$ cat src/rtl/mac_pkg.sv
// Shared types and constants for the MAC8 result write-back path.
package mac_pkg;

    typedef enum logic [1:0] {
        S_IDLE  = 2'd0,
        S_WRITE = 2'd1,
        S_DONE  = 2'd2
    } wr_state_t;

    localparam int         MEM_WORD_WIDTH = 64;
    localparam logic [7:0] MEM_BE_ALL     = 8'hFF;

endpackage

$ cat src/rtl/mac_result_writer_if.sv
// Avalon-MM write-master bundle between the result writer and mem_wrapper.
interface mac_result_writer_if;
    import mac_pkg::*;

    logic [31:0]               avm_address;
    logic                      avm_write;
    logic [MEM_WORD_WIDTH-1:0] avm_writedata;
    logic [7:0]                avm_byteenable;
    logic                      avm_waitrequest;

    modport master (
        output avm_address,
        output avm_write,
        output avm_writedata,
        output avm_byteenable,
        input  avm_waitrequest
    );

    modport slave (
        input  avm_address,
        input  avm_write,
        input  avm_writedata,
        input  avm_byteenable,
        output avm_waitrequest
    );

endinterface

$ cat src/rtl/mac_result_writer.sv
// Snapshots the N MAC8 lane results on start and writes them, zero-extended,
// to consecutive memory words through an Avalon-MM write master.
module mac_result_writer
    import mac_pkg::*;
#(
    parameter int          DATA_WIDTH = 8,
    parameter int          N          = 8,
    parameter int          RES_WIDTH  = 3 * DATA_WIDTH,
    parameter int unsigned BASE_ADDR  = 16
) (
    input  logic                     clk,
    input  logic                     rst_n,
    input  logic                     start,
    input  logic [RES_WIDTH-1:0]     c_in [0:N-1],
    output logic                     busy,
    output logic                     done,
    output logic [$clog2(N+1)-1:0]   words_written,
    mac_result_writer_if.master      avm
);

    localparam int LANE_W = (N > 1) ? $clog2(N) : 1;
    localparam int WW_W   = $clog2(N + 1);

    wr_state_t                 r_state;
    logic [RES_WIDTH-1:0]      r_snap [0:N-1];
    logic [LANE_W-1:0]         r_lane;
    logic [WW_W-1:0]           r_words;
    logic                      r_busy;
    logic                      r_done;
    logic                      r_write;
    logic [31:0]               r_addr;
    logic [MEM_WORD_WIDTH-1:0] r_data;
    logic [7:0]                r_be;

    logic [LANE_W-1:0]         w_next_lane;
    logic                      w_accept;
    logic                      w_last;

    // Lane results are unsigned, so widening never sign-extends.
    function automatic logic [MEM_WORD_WIDTH-1:0] zext(input logic [RES_WIDTH-1:0] v);
        return MEM_WORD_WIDTH'(v);
    endfunction

    assign w_next_lane = r_lane + LANE_W'(1);
    assign w_accept    = r_write && !avm.avm_waitrequest;
    assign w_last      = (r_lane == LANE_W'(N - 1));

    // Capture/write sequencer; every output comes straight from a register.
    always_ff @(posedge clk or negedge rst_n) begin
        if (!rst_n) begin
            r_state <= S_IDLE;
            for (int i = 0; i < N; i++) begin
                r_snap[i] <= '0;
            end
            r_lane  <= '0;
            r_words <= '0;
            r_busy  <= 1'b0;
            r_done  <= 1'b0;
            r_write <= 1'b0;
            r_addr  <= 32'd0;
            r_data  <= '0;
            r_be    <= 8'h00;
        end else begin
            case (r_state)
                S_IDLE: begin
                    r_done <= 1'b0;
                    if (start) begin
                        r_snap  <= c_in;
                        r_lane  <= '0;
                        r_words <= '0;
                        r_busy  <= 1'b1;
                        r_write <= 1'b1;
                        r_addr  <= 32'(BASE_ADDR);
                        r_data  <= zext(c_in[0]);
                        r_be    <= MEM_BE_ALL;
                        r_state <= S_WRITE;
                    end else begin
                        r_busy  <= 1'b0;
                        r_write <= 1'b0;
                        r_be    <= 8'h00;
                    end
                end
                S_WRITE: begin
                    // A stalled write simply keeps address/data/write as they are.
                    if (w_accept) begin
                        r_words <= r_words + WW_W'(1);
                        if (w_last) begin
                            r_busy  <= 1'b0;
                            r_done  <= 1'b1;
                            r_write <= 1'b0;
                            r_addr  <= 32'd0;
                            r_data  <= '0;
                            r_be    <= 8'h00;
                            r_state <= S_DONE;
                        end else begin
                            r_lane  <= w_next_lane;
                            r_addr  <= 32'(BASE_ADDR) + 32'(w_next_lane);
                            r_data  <= zext(r_snap[w_next_lane]);
                        end
                    end else begin
                        r_state <= S_WRITE;
                    end
                end
                S_DONE: begin
                    r_done  <= 1'b0;
                    r_state <= S_IDLE;
                end
                default: begin
                    r_busy  <= 1'b0;
                    r_done  <= 1'b0;
                    r_write <= 1'b0;
                    r_be    <= 8'h00;
                    r_state <= S_IDLE;
                end
            endcase
        end
    end

    assign busy               = r_busy;
    assign done               = r_done;
    assign words_written      = r_words;
    assign avm.avm_address    = r_addr;
    assign avm.avm_write      = r_write;
    assign avm.avm_writedata  = r_data;
    assign avm.avm_byteenable = r_be;

endmodule
$ cat src/flat_wrapper.sv
// flat-port wrapper written by rule: the top's interface ports become plain ports
module mac_result_writer_flat import mac_pkg::*;
#(
    parameter int          DATA_WIDTH = 8,
    parameter int          N          = 8,
    parameter int          RES_WIDTH  = 3 * DATA_WIDTH,
    parameter int unsigned BASE_ADDR  = 16
)
  (clk, rst_n, start, c_in, busy, done, words_written, avm_avm_address, avm_avm_write, avm_avm_writedata, avm_avm_byteenable, avm_avm_waitrequest);
  mac_result_writer_if avm_i ();
  input  logic clk;
  input  logic rst_n;
  input  logic start;
  input  logic [RES_WIDTH-1:0] c_in[0:N-1];
  output logic busy;
  output logic done;
  output logic [$clog2(N+1)-1:0] words_written;
  output wire logic [$bits(avm_i.avm_address)-1:0] avm_avm_address;
  output wire logic [$bits(avm_i.avm_write)-1:0] avm_avm_write;
  output wire logic [$bits(avm_i.avm_writedata)-1:0] avm_avm_writedata;
  output wire logic [$bits(avm_i.avm_byteenable)-1:0] avm_avm_byteenable;
  input wire logic [$bits(avm_i.avm_waitrequest)-1:0] avm_avm_waitrequest;
  assign avm_avm_address = avm_i.avm_address;
  assign avm_avm_write = avm_i.avm_write;
  assign avm_avm_writedata = avm_i.avm_writedata;
  assign avm_avm_byteenable = avm_i.avm_byteenable;
  assign avm_i.avm_waitrequest = avm_avm_waitrequest;
  mac_result_writer #(.DATA_WIDTH(DATA_WIDTH), .N(N), .RES_WIDTH(RES_WIDTH), .BASE_ADDR(BASE_ADDR)) u_core (.clk(clk), .rst_n(rst_n), .start(start), .c_in(c_in), .busy(busy), .done(done), .words_written(words_written), .avm(avm_i));
endmodule
$ cat config.mk
export PLATFORM = sky130hd
export DESIGN_NAME = mac_result_writer_flat
export DESIGN_NICKNAME = d
export VERILOG_FILES = /design/src/rtl/mac_pkg.sv /design/src/rtl/mac_result_writer_if.sv /design/src/rtl/mac_result_writer.sv /design/src/flat_wrapper.sv
export SDC_FILE = /design/constraint.sdc
export NUM_CORES = 1
export LEC_CHECK = 0
export ABC_AREA = 1
export CORE_MARGIN = 2
export CORE_UTILIZATION = 46
export CTS_BUF_LIST = sky130_fd_sc_hd__clkbuf_2 sky130_fd_sc_hd__clkbuf_4 sky130_fd_sc_hd__clkbuf_8
export DETAILED_ROUTE_END_ITERATION = 10
export GPL_ROUTABILITY_DRIVEN = 0
export PLACE_DENSITY = 0.81
export SETUP_SLACK_MARGIN = 0.1
export SYNTH_ARGS = -nofsm -noshare
export SYNTH_HDL_FRONTEND = slang
export SYNTH_SLANG_ARGS = --single-unit
$ cat constraint.sdc
create_clock -name clk -period 1.7 [get_ports clk]
set_input_delay 0.17 -clock clk [delete_from_list [all_inputs] [get_ports clk]]
set_output_delay 0.17 -clock clk [all_outputs]
set_load 0.02 [all_outputs]
==> run_1/m1.png <==
Scale bar: 50 µm.
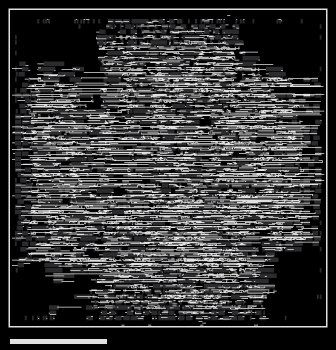
1,649 nets have wire on it. The layer carries 15,000 µm of wire. The layer holds 42% of the routed length. The wires run mostly horizontal.

==> run_1/m2.png <==
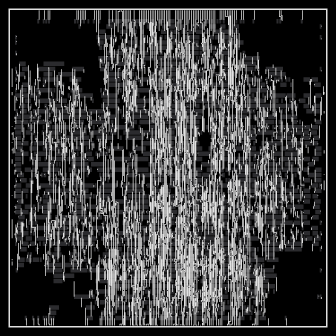
The layer holds 45% of the routed length. 1,606 nets have wire on it. The longest straight run is 40.5 µm. The wires run mostly vertical.
met2 Use GR: 0.3992
WL final: 35.91 mm

==> impl_metrics.tcl, run 1 <==
# implementation run metrics
set metrics [dict create \
    sh_comb_area 0.3101 \
    buf_share 0.1973 \
    postLayoutSetupSlackWorst_ns -0.02931 \
    critPathTopFamily "flip-flops" \
    synth-seq-cells 231 \
    setup_viol 2 \
    violations "setup timing" \
    arrival_ns 2.15 \
    cts_sinks 231 \
    fa_ha_area_frac 0.004349 \
    sh_seq_area 0.3623 \
    rrSetupSlack_ns -0.03 \
    fin_nets 1900 \
    die_w_um 162.2 \
    ys.flop_type "dfrtp_1" \
    syn-mean-instance-area_um2 7.845 \
    cp.depth 9 \
    ant_nets 0 \
    status "finished, violations left" \
    area_delta_synth_final_pct 38.74 \
    clock_power_share 0.465 \
]
==> run_1/m3.png <==
Scale bar: 50 µm.
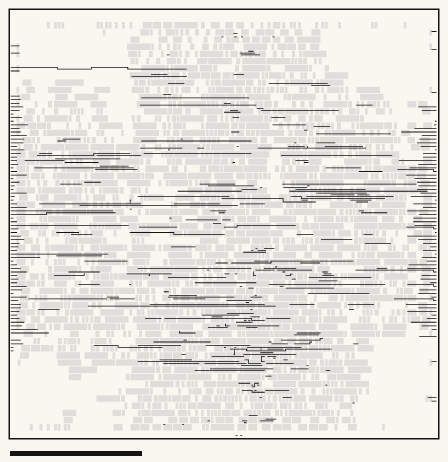
288 nets have wire on it. The longest straight run is 70.8 µm.

==> run 1 -> run 2 <==
--- a/config.mk
+++ b/config.mk
@@ -6,6 +6,7 @@
 export NUM_CORES = 1
 export LEC_CHECK = 0
 export ABC_AREA = 1
+export CAP_MARGIN = 20
 export CORE_MARGIN = 2
 export CORE_UTILIZATION = 46
 export CTS_BUF_LIST = sky130_fd_sc_hd__clkbuf_2 sky130_fd_sc_hd__clkbuf_4 sky130_fd_sc_hd__clkbuf_8
@@ -16,3 +17,4 @@
 export SYNTH_ARGS = -nofsm -noshare
 export SYNTH_HDL_FRONTEND = slang
 export SYNTH_SLANG_ARGS = --single-unit
+export TNS_END_PERCENT = 10
==> run 2 against run 1 <==
The flow now finishes without violations. Register-to-register slack improved by 0.08 ns. Maximum frequency rose by 4.6%. Clock power is essentially flat. Critical endpoint is now u_core.avm.avm_writedata[9].
==> impl_metrics.tcl, run 2 <==
# implementation run metrics
set metrics [dict create \
    status "complete, no violations" \
    arrival_ns 2.12 \
    slowest_stage "dfrtp_4" \
    critPathTopFamily "flip-flops" \
    sh_seq_area 0.3840 \
    ys.flop_type "dfrtp_1" \
    area_delta_synth_final_pct 30.90 \
    cp.depth 7 \
    clkLatencyLatePin_ns 0.55 \
    ant_nets 0 \
    rrSetupSlack_ns 0.05 \
    fin_nets 1888 \
    critPathMaxFanout 9 \
    die_w_um 162.2 \
    clock_power_share 0.465 \
    cts_sinks 231 \
    setup_viol 0 \
    sh_comb_area 0.2815 \
    postLayoutSetupSlackWorst_ns 0.04701 \
    finalNonFillerCells 2041 \
    power_switching_mw 2.611 \
]
==> run_2/m2.png <==
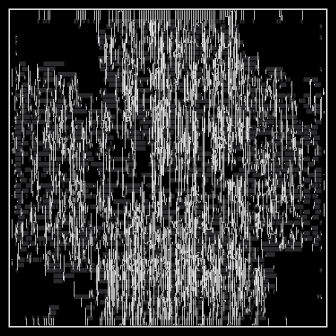
The layer carries 14,600 µm of wire. 1,536 nets have wire on it. The wires run mostly vertical. The layer holds 43% of the routed length.

==> run_2/placed.png <==
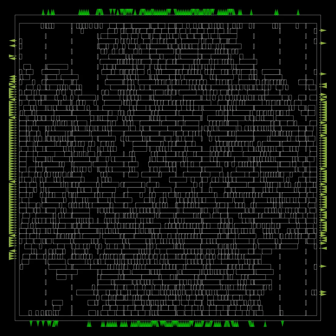
flip-flops: 231
fin util: 0.6158
core area: 24,460 µm²
TAP cells: 324
# rows: 57

==> run_2/m1.png <==
Scale bar: 50 µm.
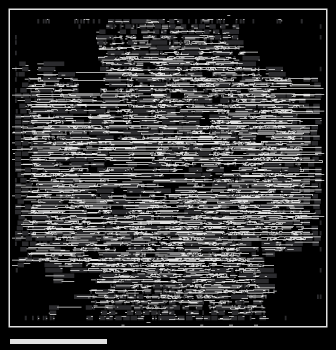
The wires run mostly horizontal. The longest straight run is 57.5 µm. 1,648 nets have wire on it. The layer holds 44% of the routed length. The layer carries 14,900 µm of wire.
met1 GRT Util: 0.3626
WL final: 33.68 mm

Power and IR drop assume default switching activity.
